==> src/rtl/stepper_pkg.sv <==
// -----------------------------------------------------------------------------
// stepper_pkg
// Shared types and constants for the stepper axis motion generator.
//   state_e    : controller states (IDLE, CALC, MOVE, JOG)
//   FRAC_BITS  : fractional bits of velocity / position accumulator
//   DIV_CYCLES : clocks the serial divider needs per move
//   HALF_STEP  : accumulator start value (half a step, rounds the step grid)
//   V_MAX      : largest velocity magnitude (just under one step per clock)
//   abs32      : two's-complement magnitude of a 32-bit value
// -----------------------------------------------------------------------------
package stepper_pkg;

  localparam int FRAC_BITS  = 31;
  localparam int DIV_CYCLES = 32;

  localparam logic [FRAC_BITS-1:0] HALF_STEP = {1'b1, {(FRAC_BITS-1){1'b0}}};
  localparam logic [FRAC_BITS-1:0] V_MAX     = {FRAC_BITS{1'b1}};

  typedef enum logic [1:0] {
    IDLE = 2'd0,
    CALC = 2'd1,
    MOVE = 2'd2,
    JOG  = 2'd3
  } state_e;

  function automatic logic [31:0] abs32(input logic [31:0] x);
    return x[31] ? (32'd0 - x) : x;
  endfunction

endpackage

==> src/rtl/stepper_div.sv <==
// -----------------------------------------------------------------------------
// stepper_div
// Serial restoring unsigned divider, 63-bit dividend / 32-bit divisor,
// one quotient bit per clock over DIV_CYCLES clocks. The quotient is only
// meaningful when dividend[62:32] < divisor (the caller clamps otherwise).
// Ports:
//   clk, reset   : clock, asynchronous active-low reset
//   start_i      : load operands and begin (may restart a running division)
//   dividend_i   : 63-bit unsigned dividend
//   divisor_i    : 32-bit unsigned divisor
//   busy_o       : high while iterations remain
//   quotient_o   : quotient, valid once busy_o falls
// -----------------------------------------------------------------------------
module stepper_div
  import stepper_pkg::*;
(
  input  logic        clk,
  input  logic        reset,
  input  logic        start_i,
  input  logic [62:0] dividend_i,
  input  logic [31:0] divisor_i,
  output logic        busy_o,
  output logic [31:0] quotient_o
);

  logic [31:0] rem_q, rem_d;
  logic [31:0] lo_q, lo_d;
  logic [31:0] quo_q, quo_d;
  logic [31:0] dvs_q, dvs_d;
  logic [5:0]  cnt_q, cnt_d;
  logic [32:0] trial_s;
  logic [32:0] diff_s;

  // Remainder stays below the divisor, so a negative trial shows up in bit 32.
  always_comb begin
    rem_d   = rem_q;
    lo_d    = lo_q;
    quo_d   = quo_q;
    dvs_d   = dvs_q;
    cnt_d   = cnt_q;
    trial_s = {rem_q, lo_q[31]};
    diff_s  = trial_s - {1'b0, dvs_q};
    if (start_i) begin
      rem_d = {1'b0, dividend_i[62:32]};
      lo_d  = dividend_i[31:0];
      quo_d = 32'd0;
      dvs_d = divisor_i;
      cnt_d = 6'(DIV_CYCLES);
    end else if (cnt_q != 6'd0) begin
      if (!diff_s[32]) begin
        rem_d = diff_s[31:0];
        quo_d = {quo_q[30:0], 1'b1};
      end else begin
        rem_d = trial_s[31:0];
        quo_d = {quo_q[30:0], 1'b0};
      end
      lo_d  = {lo_q[30:0], 1'b0};
      cnt_d = cnt_q - 6'd1;
    end else begin
      cnt_d = cnt_q;
    end
  end

  // Divider registers.
  always_ff @(posedge clk or negedge reset) begin
    if (!reset) begin
      rem_q <= 32'd0;
      lo_q  <= 32'd0;
      quo_q <= 32'd0;
      dvs_q <= 32'd0;
      cnt_q <= 6'd0;
    end else begin
      rem_q <= rem_d;
      lo_q  <= lo_d;
      quo_q <= quo_d;
      dvs_q <= dvs_d;
      cnt_q <= cnt_d;
    end
  end

  assign busy_o     = (cnt_q != 6'd0);
  assign quotient_o = quo_q;

endmodule

==> src/rtl/stepper_ctrl.sv <==
// -----------------------------------------------------------------------------
// stepper_ctrl
// Timed point-to-point motion generator for one stepper axis. A move request
// (absolute or relative target, duration in clocks) is turned into a constant
// velocity by a serial divider, then a fixed-point accumulator emits one step
// pulse per whole-step crossing; a last-clock fixup lands exactly on target.
// Optional feature macro: STEPPER_VELOCITY_CMD_EN -- a start with
// target_time == 0 enters an open-ended jog at target_velocity.
// Ports:
//   clk, reset              : clock, asynchronous active-low reset
//   start, relative         : move request (idle only) and relative-target flag
//   target_time             : move duration in clocks
//   target_position         : signed target or offset
//   target_velocity         : signed jog velocity (jog build only)
//   set_position, data_in   : load position while idle
//   position, velocity      : current position (steps), velocity (2^-31 step/clk)
//   acc                     : velocity change applied at the last move start
//   end_position            : absolute target of current/last move
//   end_velocity            : velocity of current/last move
//   step, dir, done         : step pulse, direction (1 = positive), done pulse
// -----------------------------------------------------------------------------
module stepper_ctrl
  import stepper_pkg::*;
(
  input  logic        clk,
  input  logic        reset,
  input  logic        start,
  input  logic        relative,
  input  logic [31:0] target_time,
  input  logic [31:0] target_position,
  input  logic [31:0] target_velocity,
  input  logic        set_position,
  input  logic [31:0] data_in,
  output logic [31:0] position,
  output logic [31:0] velocity,
  output logic [31:0] acc,
  output logic [31:0] end_position,
  output logic [31:0] end_velocity,
  output logic        step,
  output logic        dir,
  output logic        done
);

  state_e state_q, state_d;

  logic [31:0]          pos_q, pos_d;
  logic [31:0]          vel_q, vel_d;
  logic [31:0]          acc_q, acc_d;
  logic [31:0]          end_pos_q, end_pos_d;
  logic [31:0]          end_vel_q, end_vel_d;
  logic [31:0]          dp_q, dp_d;
  logic [31:0]          t_q, t_d;
  logic [31:0]          cnt_q, cnt_d;
  logic [FRAC_BITS-1:0] frac_q, frac_d;
  logic [FRAC_BITS-1:0] vmag_q, vmag_d;
  logic                 step_q, step_d;
  logic                 dir_q, dir_d;
  logic                 done_q, done_d;

  logic                 load_pos_s;
  logic                 accept_s;
  logic                 jog_start_s;
  logic [31:0]          jog_vel_s;
  logic [FRAC_BITS-1:0] jog_mag_s;
  logic [31:0]          tgt_s;
  logic [31:0]          dp_s;
  logic [31:0]          dp_new_abs_s;
  logic [31:0]          dp_abs_s;
  logic [62:0]          dividend_s;
  logic                 div_busy_s;
  logic [31:0]          quotient_s;
  logic                 unused_q_s;
  logic                 clamp_s;
  logic                 degen_s;
  logic [FRAC_BITS-1:0] v_mag_s;
  logic [31:0]          v_signed_s;
  logic [31:0]          sum_s;
  logic                 carry_s;
  logic [31:0]          remain_s;
  logic                 fixup_s;

`ifdef STEPPER_VELOCITY_CMD_EN
  assign jog_start_s = (target_time == 32'd0);
  assign jog_vel_s   = target_velocity;
`else
  logic unused_tv_s;
  assign jog_start_s = 1'b0;
  assign jog_vel_s   = 32'd0;
  assign unused_tv_s = ^target_velocity;
`endif

  // A jog velocity of exactly -2^31 has no 31-bit magnitude and jogs at zero.
  assign jog_mag_s = jog_vel_s[31] ? (31'd0 - jog_vel_s[30:0]) : jog_vel_s[30:0];

  // set_position has priority over start in IDLE; JOG accepts start like IDLE.
  assign load_pos_s = (state_q == IDLE) && set_position;
  assign accept_s   = start && (((state_q == IDLE) && !set_position) || (state_q == JOG));

  assign tgt_s        = relative ? (pos_q + target_position) : target_position;
  assign dp_s         = tgt_s - pos_q;
  assign dp_new_abs_s = abs32(dp_s);
  assign dividend_s   = {dp_new_abs_s, {FRAC_BITS{1'b0}}};

  stepper_div u_div (
    .clk        (clk),
    .reset      (reset),
    .start_i    (accept_s),
    .dividend_i (dividend_s),
    .divisor_i  (target_time),
    .busy_o     (div_busy_s),
    .quotient_o (quotient_s)
  );

  assign unused_q_s = quotient_s[31];

  assign dp_abs_s   = abs32(dp_q);
  assign clamp_s    = (dp_abs_s >= t_q);
  assign degen_s    = (t_q == 32'd0) || (dp_q == 32'd0);
  assign v_mag_s    = clamp_s ? V_MAX : quotient_s[FRAC_BITS-1:0];
  assign v_signed_s = dir_q ? {1'b0, v_mag_s} : (32'd0 - {1'b0, v_mag_s});

  // Both addends are below one step, so at most one step carries per clock.
  assign sum_s   = {1'b0, frac_q} + {1'b0, vmag_q};
  assign carry_s = sum_s[FRAC_BITS];

  assign remain_s = end_pos_q - pos_q;
  assign fixup_s  = dir_q ? (remain_s == 32'd1) : (remain_s == 32'hFFFF_FFFF);

  // State register.
  always_ff @(posedge clk or negedge reset) begin
    if (!reset) begin
      state_q <= IDLE;
    end else begin
      state_q <= state_d;
    end
  end

  // Next-state logic.
  always_comb begin
    state_d = state_q;
    case (state_q)
      IDLE, JOG: begin
        if (accept_s) begin
          state_d = jog_start_s ? JOG : CALC;
        end else begin
          state_d = state_q;
        end
      end
      CALC: begin
        if (degen_s) begin
          state_d = IDLE;
        end else if (!div_busy_s) begin
          state_d = MOVE;
        end else begin
          state_d = CALC;
        end
      end
      MOVE: begin
        if (cnt_q == t_q) begin
          state_d = IDLE;
        end else begin
          state_d = MOVE;
        end
      end
      default: state_d = IDLE;
    endcase
  end

  // Datapath / output next values.
  always_comb begin
    pos_d     = pos_q;
    vel_d     = vel_q;
    acc_d     = acc_q;
    end_pos_d = end_pos_q;
    end_vel_d = end_vel_q;
    dp_d      = dp_q;
    t_d       = t_q;
    cnt_d     = cnt_q;
    frac_d    = frac_q;
    vmag_d    = vmag_q;
    dir_d     = dir_q;
    step_d    = 1'b0;
    done_d    = 1'b0;
    if (load_pos_s) begin
      pos_d  = data_in;
      frac_d = HALF_STEP;
    end else if (accept_s) begin
      end_pos_d = tgt_s;
      dp_d      = dp_s;
      t_d       = target_time;
      cnt_d     = 32'd0;
      frac_d    = HALF_STEP;
      if (jog_start_s) begin
        vel_d     = jog_vel_s;
        end_vel_d = jog_vel_s;
        vmag_d    = jog_mag_s;
        dir_d     = ~jog_vel_s[31];
      end else begin
        dir_d = ~dp_s[31];
      end
    end else begin
      case (state_q)
        CALC: begin
          if (degen_s) begin
            acc_d     = 32'd0 - vel_q;
            vel_d     = 32'd0;
            end_vel_d = 32'd0;
            vmag_d    = '0;
            done_d    = 1'b1;
          end else if (!div_busy_s) begin
            acc_d     = v_signed_s - vel_q;
            vel_d     = v_signed_s;
            end_vel_d = v_signed_s;
            vmag_d    = v_mag_s;
          end else begin
            vel_d = vel_q;
          end
        end
        MOVE: begin
          if (cnt_q != t_q) begin
            frac_d = sum_s[FRAC_BITS-1:0];
            cnt_d  = cnt_q + 32'd1;
            if (carry_s) begin
              step_d = 1'b1;
              pos_d  = dir_q ? (pos_q + 32'd1) : (pos_q - 32'd1);
            end else begin
              step_d = 1'b0;
            end
          end else begin
            // Closing clock: land the last step if rounding left one short.
            if (fixup_s) begin
              step_d = 1'b1;
              pos_d  = dir_q ? (pos_q + 32'd1) : (pos_q - 32'd1);
            end else begin
              step_d = 1'b0;
            end
            vel_d  = 32'd0;
            vmag_d = '0;
            done_d = 1'b1;
          end
        end
        JOG: begin
          frac_d = sum_s[FRAC_BITS-1:0];
          if (carry_s) begin
            step_d = 1'b1;
            pos_d  = dir_q ? (pos_q + 32'd1) : (pos_q - 32'd1);
          end else begin
            step_d = 1'b0;
          end
        end
        default: begin
          step_d = 1'b0;
        end
      endcase
    end
  end

  // Datapath / output registers.
  always_ff @(posedge clk or negedge reset) begin
    if (!reset) begin
      pos_q     <= 32'd0;
      vel_q     <= 32'd0;
      acc_q     <= 32'd0;
      end_pos_q <= 32'd0;
      end_vel_q <= 32'd0;
      dp_q      <= 32'd0;
      t_q       <= 32'd0;
      cnt_q     <= 32'd0;
      frac_q    <= HALF_STEP;
      vmag_q    <= '0;
      step_q    <= 1'b0;
      dir_q     <= 1'b0;
      done_q    <= 1'b0;
    end else begin
      pos_q     <= pos_d;
      vel_q     <= vel_d;
      acc_q     <= acc_d;
      end_pos_q <= end_pos_d;
      end_vel_q <= end_vel_d;
      dp_q      <= dp_d;
      t_q       <= t_d;
      cnt_q     <= cnt_d;
      frac_q    <= frac_d;
      vmag_q    <= vmag_d;
      step_q    <= step_d;
      dir_q     <= dir_d;
      done_q    <= done_d;
    end
  end

  assign position     = pos_q;
  assign velocity     = vel_q;
  assign acc          = acc_q;
  assign end_position = end_pos_q;
  assign end_velocity = end_vel_q;
  assign step         = step_q;
  assign dir          = dir_q;
  assign done         = done_q;

endmodule

==> config.mk <==
export PLATFORM = sky130hd
export DESIGN_NAME = stepper_ctrl
export DESIGN_NICKNAME = d
export VERILOG_FILES = /design/src/rtl/stepper_pkg.sv /design/src/rtl/stepper_div.sv /design/src/rtl/stepper_ctrl.sv
export SDC_FILE = /design/constraint.sdc
export NUM_CORES = 1
export LEC_CHECK = 0
export CELL_PAD_IN_SITES_DETAIL_PLACEMENT = 2
export CELL_PAD_IN_SITES_GLOBAL_PLACEMENT = 2
export CORE_MARGIN = 3
export CORE_UTILIZATION = 36
export DETAILED_ROUTE_END_ITERATION = 6
export GPL_TIMING_DRIVEN = 0
export PLACE_DENSITY_LB_ADDON = 0.2
export SLEW_MARGIN = 20
export SYNTH_ARGS = -nofsm -noshare
export SYNTH_HDL_FRONTEND = slang
export SYNTH_SLANG_ARGS = --single-unit
==> constraint.sdc <==
create_clock -name clk -period 9.85 [get_ports clk]
set_clock_uncertainty 0.1 [all_clocks]
set_input_delay 1.97 -clock clk [delete_from_list [all_inputs] [get_ports clk]]
set_output_delay 1.97 -clock clk [all_outputs]
set_load 0.01 [all_outputs]
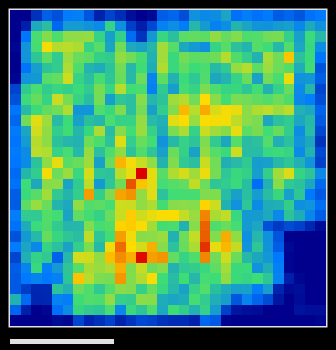
**Above:** run 1 (wire density map).
The bar under the picture is 100 um long. The die is cut into 30 by 30 equal tiles; dark blue is low, red is high, scaled to the fullest tile. Values are wire area over tile area, all layers added.
mean over tiles = 0.23
densest ninth of the die = middle
emptiest ninth of the die = bottom right
fullest tile = 0.53
nearly empty tiles = 6.0%
tiles over half the peak = 39%
detail-routed net length per standard cell: 25.1 um
Global Route Usage Sum: 28.9%
total via count after detailed routing: 31602
total wire length after detailed routing: 137000 um

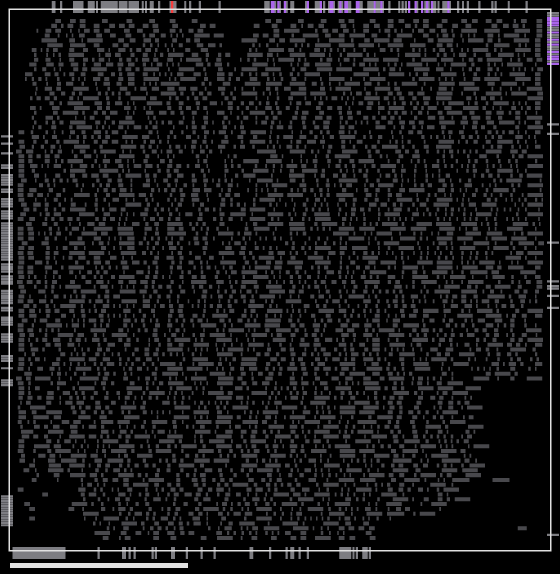
**Above:** run 1 (I/O pins on the die edge).
The bar under the picture is 100 um long. Pins as bars across the die edge, other pins in gray.
`end_velocity` -> purple  # pins 32, direction output, edge 21 top, 11 right
`relative` -> red  # pins 1, direction input, edge top
all pins by edge = 120 top, 80 left, 65 bottom, 31 right
I/O Buffers: 263
chip width: 304 um
vertical extent of the die: 304 um

==> run notes, run 1 <==
* **Async S/R FF share, synth** 100%
* **worst-margin pin slew** 1140 ps
* **clock root cell** sky130_fd_sc_hd__clkbuf_16
* **CTS clk-pin slew, worst paths** 60 ps
* **Core Rows** 108
* **total number of yosys warnings** 0
* **cell at the slowest stage of the critical path** sky130_fd_sc_hd__or4_1
* **area growth from synthesis to layout** 20.0%
* **count of maximum capacitance violations** 0
* **Peak Freq** 106 MHz
* **R2R cell count** 35
* **number of sinks handled by clock tree synthesis** 424
* **Simple-Gate Area Share** 19.4%
* **global route overflow** 0
* **Complex Gates by Area** 22.2%
* **kind of cell adding the most delay to the critical path** simple AND/OR/NAND/NOR gates
* **final hold violations** 0
* **fp util** 36.6%
* **vias in the first global route** 34753
* **synthesis area per yosys** 0.0320 sq mm
* **top cell type by total area after synthesis** sky130_fd_sc_hd__dfrtp_1
* **outcome** finished, final reports clean
* **cell count after synthesis** 3920
* **H-Tree Level Count** 2
* **Total Die Area** 0.0925 sq mm
* **CP Launch Type** register
* **ys flops** 424
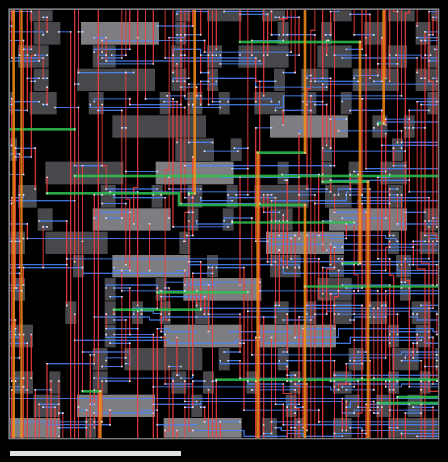
**Above:** run 1 (a small window of the routed layout).
The bar under the picture is 20 um long. Region (127, 188) to (177, 238) um. Cells in gray, sequential cells in the stronger gray; small squares are vias.
M3 -> green
M1 -> blue
M2 -> red
M4 -> orange
cells with their middle in the window = 125
netlist names of flops here include = `u_div.quotient_o` (7), `velocity` (4)
most frequent = nand2_1 (24), dfrtp_1 (13), nor2_1 (12)
sequential cells in the window = 13

[run 1: cells in the final DEF (no fill, tap or decap), drive strengths merged, types with 12 or more instances in the layout]
cell type      count
a211oi            44
inv              223
or3               37
a21o              83
or4               14
nor2b             35
o22ai             35
xnor2            186
mux2i             20
dfrtp            423
mux2              37
o21a              41
o31ai             28
o211ai            28
nand2b            44
buf               36
a22oi             12
nor4              35
clkinv            16
a31oi             35
nor2             261
nand4             34
clkbuf           197
a21oi            311
nor3              63
and3              43
xor2             120
or2               18
clkdlybuf4s50    262
o21ai            349
nand3             82
and2              16
ha               250
a22o              17
o21bai            27
nand2            630
o311ai            15
[run 1: final timing paths]
path	startpoint	end	slack, ps
worst min-delay path	end_velocity[9]$_DFFE_PN0P_	end_velocity[9]$_DFFE_PN0P_	380
worst max register to register	dp_q[2]$_DFFE_PN0P_	acc[24]$_DFFE_PN0P_	410
worst max-delay path	dp_q[2]$_DFFE_PN0P_	acc[24]$_DFFE_PN0P_	410
max in group asynchronous	reset	acc[21]$_DFFE_PN0P_	7180
min in group asynchronous	reset	cnt_q[23]$_DFFE_PN0P_	1160
worst min register to register	end_velocity[9]$_DFFE_PN0P_	end_velocity[9]$_DFFE_PN0P_	380
[run 1: where the power goes]
part | total (mW) | internal (mW) | switching [mW]
combinational | 0.378 | 0.137 | 0.240
clock | 2.20 | 1.30 | 0.893
sequential | 1.74 | 1.74 | 0
[run 1: per-layer routing]
metal  global-route usage, %  share of wire (%)
met2                    50.9                 50
met3                    2.70                3.0
met1                    37.0                 44
met5                       0                  0
met4                    9.51                3.5
[run 1: registers in the layout (all words and copies together), names as in the netlist, 2 cells and up]
name,cells
acc,32
cnt_q,32
dp_q,32
end_position,32
end_velocity,32
position,32
t_q,32
u_div.dvs_q,32
u_div.rem_q,32
velocity,32
frac_q,31
u_div.quotient_o,31
vmag_q,30
u_div.cnt_q,6
state_q,2
[run 1: through the flow]
step / worst slack [ps] / power (mW) / cell area (sq um) / cells
6_report: 411 / 4.32 / 38400 / 5453
2_1_floorplan: 1460 / 1.95 / 32000 / 3920
3_3_place_gp: -13990 / 2.14 / 36100 / 5338
4_1_cts: 19.2 / 4.35 / 38300 / 5448
5_1_grt: -17.7 / 4.45 / 38400 / 5450
3_5_place_dp: -1060 / 2.15 / 36300 / 5345
[run 1: tightest hold or removal path: cells and delay by family (launching register included)]
family / cells / cell delay (ps)
flip-flops: 1 / 340
AND/OR/NAND/NOR: 2 / 110
[run 1: area by class of cell]
type | instances | area, sq um | area share (%)
clock inverter | 35 | 482 | 1.26
multi-input combinational | 3121 | 20100 | 52.4
inverter | 220 | 826 | 2.15
sequential | 424 | 10600 | 27.6
antenna | 3 | 7.51 | 0.0196
buffer | 154 | 609 | 1.59
clock buffer | 65 | 1430 | 3.73
tap | 1155 | 1450 | 3.77
timing repair buffer | 276 | 2860 | 7.45
[run 1: kinds of logic after synthesis]
kind of cell	after synthesis
DFF	424
xor gates and xnor gates	306
adders and majority gates	263
muxes	57
AOI/OAI and AO/OA	1144
buffers and inverters	375
and+or+nand+nor	1351
[run 1: repair_timing]
action / CTS / global route
setup buffers: 3 / 3
pin swaps: 2 / 1
endpoints found under the setup margin: 18 / 21
gates resized: 12 / 21
==> inputs of run 2 (changes only) <==
--- a/config.mk
+++ b/config.mk
@@ -11,7 +11,7 @@
 export CORE_UTILIZATION = 36
 export DETAILED_ROUTE_END_ITERATION = 6
 export GPL_TIMING_DRIVEN = 0
-export PLACE_DENSITY_LB_ADDON = 0.2
+export PLACE_DENSITY_LB_ADDON = 0.15
 export SLEW_MARGIN = 20
 export SYNTH_ARGS = -nofsm -noshare
 export SYNTH_HDL_FRONTEND = slang
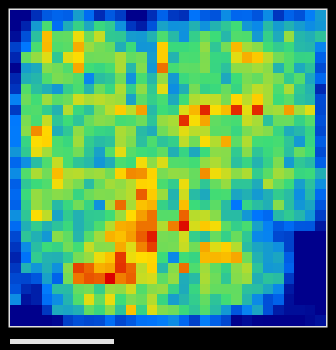
**Above:** run 2 (wire density map).
The bar under the picture is 100 um long. The die is cut into 30 by 30 equal tiles; dark blue is low, red is high, scaled to the fullest tile. Values are wire area over tile area, all layers added.
fullest tile = 0.49
mean over tiles = 0.23
nearly empty tiles = 4.8%
emptiest ninth of the die = bottom right
tiles over half the peak = 48%
Global Route Usage Sum: 28.6%
detail-routed net length per standard cell: 24.8 um
total via count after detailed routing: 31532
total wire length after detailed routing: 135000 um

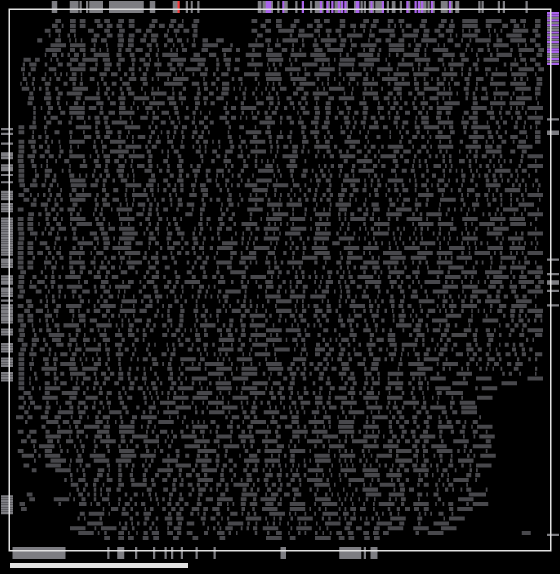
**Above:** run 2 (I/O pins on the die edge).
The bar under the picture is 100 um long. Pins as bars across the die edge, other pins in gray.
`relative` -> red  # pins 1, direction input, edge top
`end_velocity` -> purple  # pins 32, direction output, edge 21 top, 11 right

==> run notes, run 2 <==
* **cell count after synthesis** 3920, unchanged
* **H-Tree Level Count** 2, unchanged
* **cells in synth_stat.txt** 3920
* **Finished Layout Cells** 5449, -0.073%
* **pre-CTS worst setup slack** -1220 ps, -160 ps
* **highest-count cells in the layout ignoring fill and taps** 630 x sky130_fd_sc_hd__nand2_1, 423 x sky130_fd_sc_hd__dfrtp_1, 340 x sky130_fd_sc_hd__o21ai_0, 307 x sky130_fd_sc_hd__a21oi_1, 262 x sky130_fd_sc_hd__clkdlybuf4s50_1
* **met3 layer wire length in the routed design** 4760 um, +16%
* **worst-margin pin slew** 1140 ps, +6.15 ps
* **post-detailed-route count of antenna-violating nets** 0
* **antenna fix cells** 0, -3
* **outcome** finished, final reports clean
* **fraction of layout instances using a drive strength above 1** 5.43%
* **chip width** 304 um, unchanged
* **fp util** 36.6%, unchanged
* **CTS clk-pin slew, worst paths** 60 ps, about the same
* **Top-Level Pins** 296
* **fin worst setup slack** 348 ps, -63.6 ps
* **highest metal layer with signal wires** met5
* **I/O Buffers** 263, unchanged
* **R2R cell count** 37, +5.7%
* **largest voltage drop on the vdd net** 110 uV
* **Peak Freq** 105 MHz, -0.67%
* **WL met1** 60100 um, about the same
* **vias in the first global route** 34479, -0.79%
* **instance count after placement with tap cells included** 5345, unchanged
* **Total Die Area** 0.0925 sq mm, unchanged
* **number of buffers on the longest clock path** 3
* **ys flops** 424, unchanged
* **count of flip-flops with a built-in enable after synthesis** 0
* **CP Launch Type** register
* **area growth from synthesis to layout** 19.8%
* **Core Rows** 108, unchanged
* **highest-count logic cell in the final layout** sky130_fd_sc_hd__nand2_1
* **Async S/R FF share, synth** 100%, unchanged
* **cell at the slowest stage of the critical path** sky130_fd_sc_hd__or4_4
* **clock root cell** sky130_fd_sc_hd__clkbuf_16
* **global route overflow** 0, unchanged
* **synthesis area per yosys** 0.0320 sq mm, unchanged
* **number of sinks handled by clock tree synthesis** 424, unchanged
* **count of maximum capacitance violations** 0, unchanged
* **total power consumption of the routed design** 4.25 mW, -1.7%
* **amount of wire on met2 after detailed routing** 66100 um, -3.0%
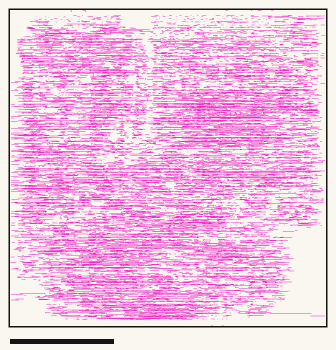
**Above:** run 2 (the metal 1 layer).
The bar under the picture is 100 um long.
wire length on this layer = 60.1 mm
longest straight run = 134 um
share of all routed wire = 44%
main direction = horizontal
met1 demand-to-capacity share in global routing: 37.1%

-- run 2: cell count changes in the layout (fill, tap and decap cells not counted), sizes merged --
cell / delta
diode: -3
bufinv: -2
clkbuf: +1
clkdlybuf4s18: +1
clkinv: +1
clkinvlp: -1
inv: -1
-- run 2: where the power goes --
part / internal, mW / switching [mW]
combinational: 0.136 / 0.241
clock: 1.26 / 0.865
sequential: 1.74 / 0
-- run 2: routing by layer --
metal | track usage [%] | vias to the layer above
li1 | - | 14556
met1 | 37.1 | 16203
met2 | 49.8 | 577
met3 | 3.24 | 192
met4 | 8.31 | 4
met5 | 0 | -
-- run 2: what timing repair did --
action / CTS / global route
resized: 16 / 15
setup buffers: 4 / 3
setup endpoints to repair: 17 / 20
pin swaps: 2 / 2
-- run 2: cell type report --
class / instances / area [sq um] / share of cell area (%)
multi-input cells: 3121 / 20100 / 52.5
flip-flops and latches: 424 / 10600 / 27.7
repair buffers: 277 / 2850 / 7.44
clock buffers: 66 / 1460 / 3.80
well taps: 1155 / 1450 / 3.77
inverters: 220 / 826 / 2.16
plain buffers: 154 / 617 / 1.61
clock inverters: 32 / 414 / 1.08
-- run 2: path summary, 6_finish.rpt --
path	from	endpoint	slack (ps)
setup / recovery	dp_q[9]$_DFFE_PN0P_	acc[24]$_DFFE_PN0P_	350
hold / removal	acc[20]$_DFFE_PN0P_	acc[20]$_DFFE_PN0P_	370
setup reg to reg	dp_q[9]$_DFFE_PN0P_	acc[24]$_DFFE_PN0P_	350
hold reg to reg	acc[20]$_DFFE_PN0P_	acc[20]$_DFFE_PN0P_	370
max in group asynchronous	reset	position[30]$_DFFE_PN0P_	6900
min in group asynchronous	reset	u_div.dvs_q[18]$_DFFE_PN0P_	1140
-- run 2: critical path, delay by kind of cell, from the launching register on --
kind	cells	cell delay, ps
AND-OR/OR-AND	13	2580
XOR/XNOR	2	430
adder cells (fa/ha/maj)	4	1250
buffers and inverters	5	1010
flip-flops	1	480
AND/OR/NAND/NOR	13	3480
-- run 2: stage by stage --
step	area [sq um]	hold WS [ps]	TNS (ps)
6_report	38300	374	0
5_1_grt	38300	411	-66.7
4_1_cts	38200	381	0
3_5_place_dp	36300	368	-11720
3_3_place_gp	36100	359	-5854090
2_1_floorplan	32000	350	0
-- run 2: logic make-up (layout without fill, tap and decap cells) --
group | count (synthesis) | after routing | synth area share [%]
simple gates | 1351 | 1351 | 19.4
mux | 57 | 57 | 1.93
buf+inv | 375 | 749 | 4.47
flops | 424 | 424 | 33.2
compound gates | 1144 | 1144 | 22.2
xor+xnor | 306 | 306 | 8.38
fa+ha+maj | 263 | 263 | 10.4
==> inputs of run 3 (changes only) <==
--- a/config.mk
+++ b/config.mk
@@ -9,6 +9,7 @@
 export CELL_PAD_IN_SITES_GLOBAL_PLACEMENT = 2
 export CORE_MARGIN = 3
 export CORE_UTILIZATION = 36
+export CTS_CLUSTER_DIAMETER = 120
 export DETAILED_ROUTE_END_ITERATION = 6
 export GPL_TIMING_DRIVEN = 0
 export PLACE_DENSITY_LB_ADDON = 0.15
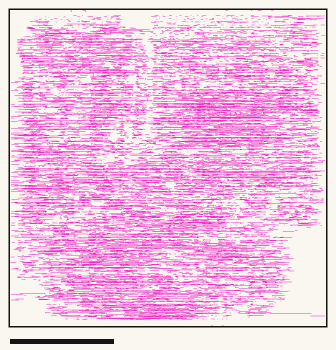
**Above:** run 3 (the metal 1 layer).
The bar under the picture is 100 um long.
main direction = horizontal
longest straight run = 134 um
nets with wire on the layer = 4371
share of all routed wire = 44%

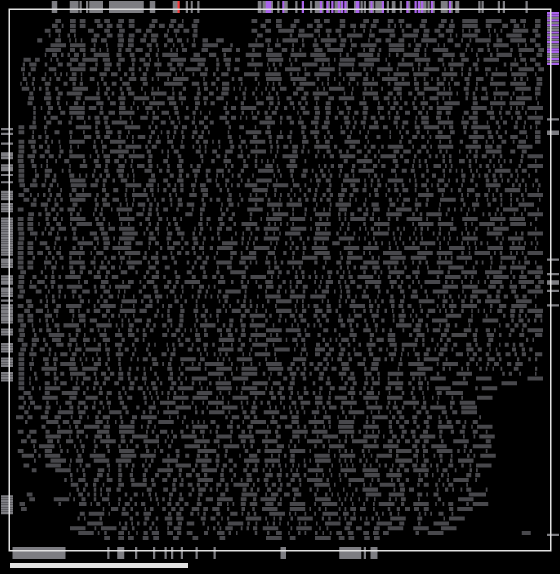
**Above:** run 3 (I/O pins on the die edge).
The bar under the picture is 100 um long. Pins as bars across the die edge, other pins in gray.
`end_velocity` -> purple  # pins 32, direction output, edge 21 top, 11 right
`relative` -> red  # pins 1, direction input, edge top
all pins by edge = 120 top, 79 left, 65 bottom, 32 right

==> run notes, run 3 <==
* **outcome** finished, final reports clean
* **cell at the slowest stage of the critical path** sky130_fd_sc_hd__or4_4
* **Peak Freq** 105 MHz, unchanged
* **detail-routed net length per standard cell** 24.8 um, unchanged
* **Simple-Gate Area Share** 19.4%, unchanged
* **Post-Synth XOR/XNOR Area** 8.38%, unchanged
* **highest-count logic cell in the final layout** sky130_fd_sc_hd__nand2_1
* **Async S/R FF share, synth** 100%, unchanged
* **Finished Layout Cells** 5449, unchanged
* **global route overflow** 0, unchanged
* **Worst Hold Slack** 374 ps, unchanged
* **total power consumption of the routed design** 4.25 mW, unchanged
* **portion of netlist area occupied by mux cells** 1.93%, unchanged
* **clock root cell** sky130_fd_sc_hd__clkbuf_16
* **Top-Level Pins** 296, unchanged
* **pre-CTS worst setup slack** -1220 ps, unchanged
* **total via count after detailed routing** 31532, unchanged
* **number of buffers on the longest clock path** 3, unchanged
* **highest-count cells in the layout ignoring fill and taps** 630 x sky130_fd_sc_hd__nand2_1, 423 x sky130_fd_sc_hd__dfrtp_1, 340 x sky130_fd_sc_hd__o21ai_0, 307 x sky130_fd_sc_hd__a21oi_1, 262 x sky130_fd_sc_hd__clkdlybuf4s50_1
* **vias in the first global route** 34479, unchanged
* **area growth from synthesis to layout** 19.8%, unchanged
* **instance count after placement with tap cells included** 5345, unchanged
* **number of sinks handled by clock tree synthesis** 424, unchanged
* **I/O Buffers** 263, unchanged
* **fraction of layout instances using a drive strength above 1** 5.43%, unchanged
* **Total Die Area** 0.0925 sq mm, unchanged
* **worst-margin pin slew** 1140 ps, unchanged
* **H-Tree Level Count** 2, unchanged
* **Global Route Usage Sum** 28.6%, unchanged
* **Complex Gates by Area** 22.2%, unchanged
* **CTS clk-pin slew, worst paths** 60 ps, about the same
* **cells in synth_stat.txt** 3920, unchanged
* **largest voltage drop on the vdd net** 110 uV, unchanged
* **fin worst setup slack** 348 ps, unchanged
* **fp util** 36.6%, unchanged
* **Core Rows** 108, unchanged
* **area of all placed cells without fillers** 0.0383 sq mm, unchanged
* **CP Launch Type** register
* **placed cell areas** 0.0363 sq mm, unchanged
* **count of maximum capacitance violations** 0, unchanged
* **worst setup slack for register-to-register paths** 350 ps, about the same
* **ys flops** 424, unchanged
* **count of flip-flops with a built-in enable after synthesis** 0, unchanged
* **fa+ha+maj area frac** 10.4%, unchanged
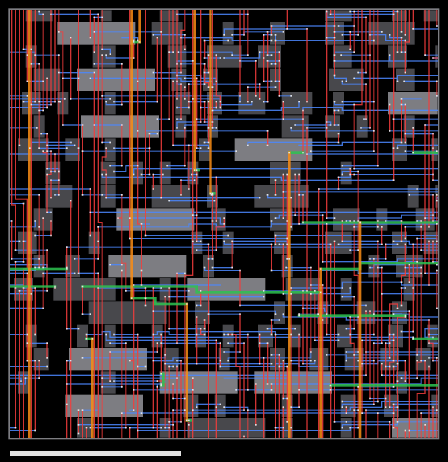
**Above:** run 3 (a small window of the routed layout).
The bar under the picture is 20 um long. Region (127, 188) to (177, 238) um. Cells in gray, sequential cells in the stronger gray; small squares are vias.
M1 -> blue
M4 -> orange
M2 -> red
M3 -> green
cells with their middle in the window = 130
most frequent = nand2_1 (23), nor2_1 (14), dfrtp_1 (13)
sequential cells in the window = 13
netlist names of flops here include = `u_div.quotient_o` (6), `velocity` (4), `acc` (2)

==> run 3: cell counts after synthesis <==
No cell type changed its count.
==> run 3: per-stage QoR <==
| step | util (%) | TNS [ps] |
|---|---|---|
| after floorplan | - | 0 |
| after global placement | 41.2 | -5854090 |
| after detailed placement | 41.5 | -11720 |
| after CTS | 43.7 | 0 |
| after global routing | 43.8 | -66.7 |
| final | 43.8 | 0 |
==> run 3: final cells by class <==
cell class / count / area (sq um)
buffer: 154 / 617
sequential: 424 / 10600
clock inverter: 32 / 414
timing repair buffer: 277 / 2850
tap: 1155 / 1450
inverter: 220 / 826
multi-input combinational: 3121 / 20100
clock buffer: 66 / 1460
fill: 9871 / 49100
==> run 3: cells by family (layout without fill, tap and decap cells) <==
kind of cell             Yosys count  after routing
adder cells (fa/ha/maj)          263            263
XOR/XNOR                         306            306
flip-flops                       424            424
AND/OR/NAND/NOR                 1351           1351
buffers and inverters            375            749
multiplexers                      57             57
AND-OR/OR-AND                   1144           1144
==> run 3: report_power, final <==
group / internal [mW] / switching [mW] / leakage (nW) / total (mW)
Clock: 1.26 / 0.865 / 0.917 / 2.13
Combinational: 0.136 / 0.241 / 11.0 / 0.377
Sequential: 1.74 / 0 / 5.22 / 1.74
==> run 3: critical path: cells and delay by family, from the launching register on <==
kind,cells,cell delay (ps)
compound gates,13,2580
xor+xnor,2,430
fa+ha+maj,4,1250
buf+inv,5,1010
flops,1,480
simple gates,13,3480
==> run 3: routing by layer <==
metal / global-route usage, % / wire length [um]
met1: 37.1 / 60100
met2: 49.8 / 66100
met3: 3.24 / 4760
met4: 8.31 / 4180
met5: 0 / 19
==> run 3: final timing paths <==
check                                     from                     endpoint  depth (start not counted)
max in group asynchronous                reset     position[30]$_DFFE_PN0P_                          4
max                        dp_q[9]$_DFFE_PN0P_          acc[24]$_DFFE_PN0P_                         37
min                        acc[20]$_DFFE_PN0P_          acc[20]$_DFFE_PN0P_                          2
min reg2reg                acc[20]$_DFFE_PN0P_          acc[20]$_DFFE_PN0P_                          2
min in group asynchronous                reset  u_div.dvs_q[18]$_DFFE_PN0P_                          1
max reg2reg                dp_q[9]$_DFFE_PN0P_          acc[24]$_DFFE_PN0P_                         37
==> run 3: what timing repair did <==
item / 4_1_cts / 5_1_grt
endpoints found under the hold margin: 0 / 0
endpoints found under the setup margin: 17 / 20
resized: 16 / 15
pin swaps: 2 / 2
buffers inserted: 4 / 3
Power figures rest on the tool's default switching activity, not on a simulated workload.
